clock_nets.png
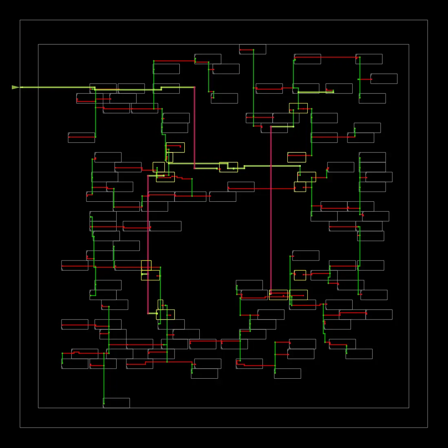
gates.png
Scale: 3 px per µm.
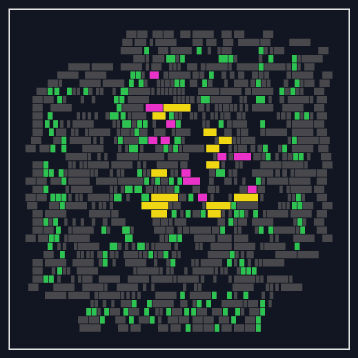
[src/rtl/mp_addsub_pkg.sv]
// Shared types and constants for the byte-serial multi-precision adder/subtractor.
package mp_addsub_pkg;
  typedef enum logic [1:0] {IDLE, RUN, DONE} state_t;
  localparam int BYTE_W = 8;
endpackage

[src/rtl/byte_addsub_slice.sv]
// One byte of add/subtract: b is inverted for subtraction, carry-in supplies the +1.
// Purely combinational; the top time-multiplexes a single instance across bytes.
module byte_addsub_slice
  import mp_addsub_pkg::*;
(
  input  logic [BYTE_W-1:0] a,
  input  logic [BYTE_W-1:0] b,
  input  logic              sub,
  input  logic              cin,
  output logic [BYTE_W-1:0] sum,
  output logic              cout
);
  logic [BYTE_W-1:0] w_b_eff;

  assign w_b_eff     = b ^ {BYTE_W{sub}};
  assign {cout, sum} = {1'b0, a} + {1'b0, w_b_eff} + {{BYTE_W{1'b0}}, cin};
endmodule

[src/rtl/mp_addsub_seq.sv]
// Sequential W-bit add/subtract, one byte per clock through a single byte slice.
// Result appears NBYTES edges after acceptance and is held in DONE until out_ready.
module mp_addsub_seq
  import mp_addsub_pkg::*;
#(
  parameter int NBYTES = 4
) (
  input  logic                       clk,
  input  logic                       rst,
  input  logic                       in_valid,
  output logic                       in_ready,
  input  logic [NBYTES*BYTE_W-1:0]   op_a,
  input  logic [NBYTES*BYTE_W-1:0]   op_b,
  input  logic                       sub,
  output logic                       out_valid,
  input  logic                       out_ready,
  output logic [NBYTES*BYTE_W-1:0]   result,
  output logic                       cout,
  output logic                       ovf
);
  localparam int W     = NBYTES * BYTE_W;
  localparam int IDX_W = $clog2(NBYTES);

  state_t            r_state;
  state_t            w_state_nxt;
  logic [W-1:0]      r_a;
  logic [W-1:0]      r_b;
  logic              r_sub;
  logic [W-1:0]      r_result;
  logic              r_cout;
  logic              r_ovf;
  logic              r_carry;
  logic [IDX_W-1:0]  r_idx;

  logic [BYTE_W-1:0] w_a_byte;
  logic [BYTE_W-1:0] w_b_byte;
  logic [BYTE_W-1:0] w_sum;
  logic              w_c;
  logic              w_last;

  assign w_last = (r_idx == IDX_W'(NBYTES - 1));

  // Byte selection by compare rather than a computed part-select keeps widths explicit.
  always_comb begin
    w_a_byte = '0;
    w_b_byte = '0;
    for (int i = 0; i < NBYTES; i++) begin
      if (r_idx == IDX_W'(i)) begin
        w_a_byte = r_a[i*BYTE_W +: BYTE_W];
        w_b_byte = r_b[i*BYTE_W +: BYTE_W];
      end
    end
  end

  byte_addsub_slice u_slice (
    .a    (w_a_byte),
    .b    (w_b_byte),
    .sub  (r_sub),
    .cin  (r_carry),
    .sum  (w_sum),
    .cout (w_c)
  );

  always_ff @(posedge clk) begin
    if (rst) r_state <= IDLE;
    else     r_state <= w_state_nxt;
  end

  always_comb begin
    w_state_nxt = r_state;
    case (r_state)
      IDLE:    if (in_valid)  w_state_nxt = RUN;
      RUN:     if (w_last)    w_state_nxt = DONE;
      DONE:    if (out_ready) w_state_nxt = IDLE;
      default: w_state_nxt = IDLE;
    endcase
  end

  always_comb begin
    in_ready  = (r_state == IDLE);
    out_valid = (r_state == DONE);
  end

  always_ff @(posedge clk) begin
    if (rst) begin
      r_a      <= '0;
      r_b      <= '0;
      r_sub    <= 1'b0;
      r_result <= '0;
      r_cout   <= 1'b0;
      r_ovf    <= 1'b0;
      r_carry  <= 1'b0;
      r_idx    <= '0;
    end else begin
      case (r_state)
        IDLE: begin
          if (in_valid) begin
            r_a     <= op_a;
            r_b     <= op_b;
            r_sub   <= sub;
            r_carry <= sub;
            r_idx   <= '0;
          end
        end
        RUN: begin
          for (int i = 0; i < NBYTES; i++) begin
            if (r_idx == IDX_W'(i)) r_result[i*BYTE_W +: BYTE_W] <= w_sum;
          end
          r_carry <= w_c;
          if (w_last) begin
            r_cout <= w_c;
            // Signed overflow: operands (b already conditioned) agree in sign, sum does not.
            r_ovf  <= (r_a[W-1] == (r_b[W-1] ^ r_sub)) && (w_sum[BYTE_W-1] != r_a[W-1]);
          end else begin
            r_idx <= r_idx + 1'b1;
          end
        end
        default: ;
      endcase
    end
  end

  assign result = r_result;
  assign cout   = r_cout;
  assign ovf    = r_ovf;
endmodule

[config.mk]
export PLATFORM = sky130hd
export DESIGN_NAME = mp_addsub_seq
export DESIGN_NICKNAME = d
export VERILOG_FILES = /design/src/rtl/mp_addsub_pkg.sv /design/src/rtl/byte_addsub_slice.sv /design/src/rtl/mp_addsub_seq.sv
export SDC_FILE = /design/constraint.sdc
export NUM_CORES = 1
export LEC_CHECK = 0
export ABC_AREA = 1
export CAP_MARGIN = 25
export CORE_MARGIN = 5
export CORE_UTILIZATION = 45
export DETAILED_ROUTE_END_ITERATION = 8
export MAX_ROUTING_LAYER = met4
export PLACE_DENSITY = 0.75
export SLEW_MARGIN = 40
export SYNTH_ARGS = -nofsm -noshare
export SYNTH_HDL_FRONTEND = slang
export SYNTH_HIERARCHICAL = 1
export SYNTH_SLANG_ARGS = --single-unit
[constraint.sdc]
create_clock -name clk -period 3.05 [get_ports clk]
set_clock_uncertainty 0.15 [all_clocks]
set_input_delay 0.61 -clock clk [delete_from_list [all_inputs] [get_ports clk]]
set_output_delay 0.61 -clock clk [all_outputs]
set_load 0.05 [all_outputs]
==> results.cfg <==
; flow metrics
[yosys]
ys_sh_xor_pct = 2.03
edf_count = 0
topCombFamilyByArea = simple AND/OR/NAND/NOR gates
fp_nets = 744
synthAdderAreaFrac_pct = 3.73
ys_sh_simple_pct = 25.2
postSynthCellCount = 662
ff_type = dfxtp_1
top_area_cell = dfxtp_1
netlist_area_mm2 = 0.00476
ys_chip_area_mm2 = 0.00476
synth.distinct_cells = 26
postSynth.asyncResetShare_pct = 0
synthMuxAreaShare_pct = 0
postSynthAreaPerCell_um2 = 7.19

[clock_tree]
cts-root-buf = clkbuf_8
path_clk_slew_ns = 0.11
postCtsHoldBufs = 0
cts.repair.resized = 4
htreeDepth = 3
cts_tree = yes
ctsLongestPathBuffers = 2
cts.sinks = 104
cts_setup_buffers = 2

[floorplanning]
io_pins = 105
fp_util_pct = 46.1
rows = 37

[grt]
grt.overflow.total = 0
grt_pass1_vias = 4364
antenna_found_initial = 0
grt_pass1_wl_um = 21000
grt_max_degree = 61

[final_layout]
n_antenna_cell = 0
area_growth_pct = 33.0
final_core_util_pct = 61.3
postLayoutCellArea_mm2 = 0.00633
drive_gt1_share_pct = 11.1

[worst_hold_path]
holdPathEnd = result[1]
hold_depth = 2
hold_class = reg -> reg

[place]
gp_congestion = 0.894
post-place-ws_ns = -0.0711
io_buffers = 104

[power]
p_seq_share_pct = 43.4
powerDensity_mw_per_mm2 = 557
p_int_mw = 2.28
finalPower_mw = 3.53
switchingPower_mw = 1.24
p_leak_nw = 2.62

[detailed_routing]
drt_iter0_markers = 293
wl_per_cell_um = 14.4
vias = 4636
firstDrtPassIters = 5
avgViaCountPerCell = 5.11

[outcome]
status = complete, no violations

[final_timing]
tns_ns = 0
layout_setup_ws_ns = 0.149
drv_slew = 0
finalClockPeriodUsage_pct = 95.1

[worst_setup_path]
rrSetupSlack_ns = 0.15
worstPathRequired_ns = 3.15
cp_data_arrival_time_ns = 3.00
worstPathMaxFanout = 9
reg2reg_depth = 17
crit_end = result[30]
critical_path_class = reg -> reg

[job]
warnings = 30
-- clock_nets.png (at the start) --
Num CTS Buffers: 9
Clk power: 799 µW
Late-Pin Clk Latency: 0.36 ns

-- gates.png (at the start) --
[green] aoi and oai cells | cells: 161 | where: all over the die
[magenta] xor and xnor cells | cells: 11 | where: centre
[yellow] fa/ha/maj cells | cells: 13 | where: centre
Top cell excl fill/tap: nor2_1
Layout Cells excl Fill: 908
combinational share of cell area: 38.2%

[cell families after synthesis]
family / Yosys count
simple gates: 295
compound gates: 161
flops: 104
buf+inv: 78
fa+ha+maj: 13
xor+xnor: 11
[cells in the final DEF (no fill, tap or decap), types with 8 or more instances in the layout]
cell	count
o21ai_0	78
nand3_1	40
nor2_1	154
nand2_1	90
clkbuf_8	10
inv_1	28
buf_4	26
clkdlybuf4s50_1	104
o21ai_1	13
a21oi_2	8
a21oi_1	50
o211ai_1	9
dfxtp_1	102
[final cells by class]
type,instances,area [µm²]
clock buffer,11,141
clock inverter,5,38.8
fill,940,4000
inverter,36,140
multi-input combinational,480,2410
sequential,104,2090
tap,136,170
timing repair buffer,136,1330
[critical path: stages, from the launching register on]
cell and delay (ns):
dfxtp_4 0.37, buf_4 0.13, ha_2 0.19, inv_2 0.10
buf_6 0.14, o211ai_1 0.12, a21oi_1 0.22, xor2_1 0.21
ha_1 0.30, buf_4 0.16, nand2_1 0.05, nor2_1 0.04
nand2_1 0.08, nand3_1 0.12, nand2_1 0.10, nand2_2 0.09
nor2_1 0.15, nor2_1 0.06
[routing by layer]
| metal | vias to the layer above | share of wire, % | track usage, % |
|---|---|---|---|
| met4 | 0 | 1.2 | 4.97 |
| met3 | 14 | 5.2 | 2.89 |
| met2 | 143 | 49 | 35.9 |
| li1 | 2367 | - | - |
| met1 | 2112 | 45 | 25.9 |
| met5 | - | 0 | - |
[power by group through the flow]
stage | Clock (mW) | Sequential (mW) | Combinational [mW]
2_1_floorplan | 0 | 1.63 | 0.624
3_3_place_gp | 0 | 1.56 | 1.09
3_5_place_dp | 0 | 1.56 | 1.10
4_1_cts | 0.817 | 1.53 | 1.13
5_1_grt | 0.880 | 1.54 | 1.32
6_report | 0.799 | 1.53 | 1.20
Power and IR drop assume default switching activity.
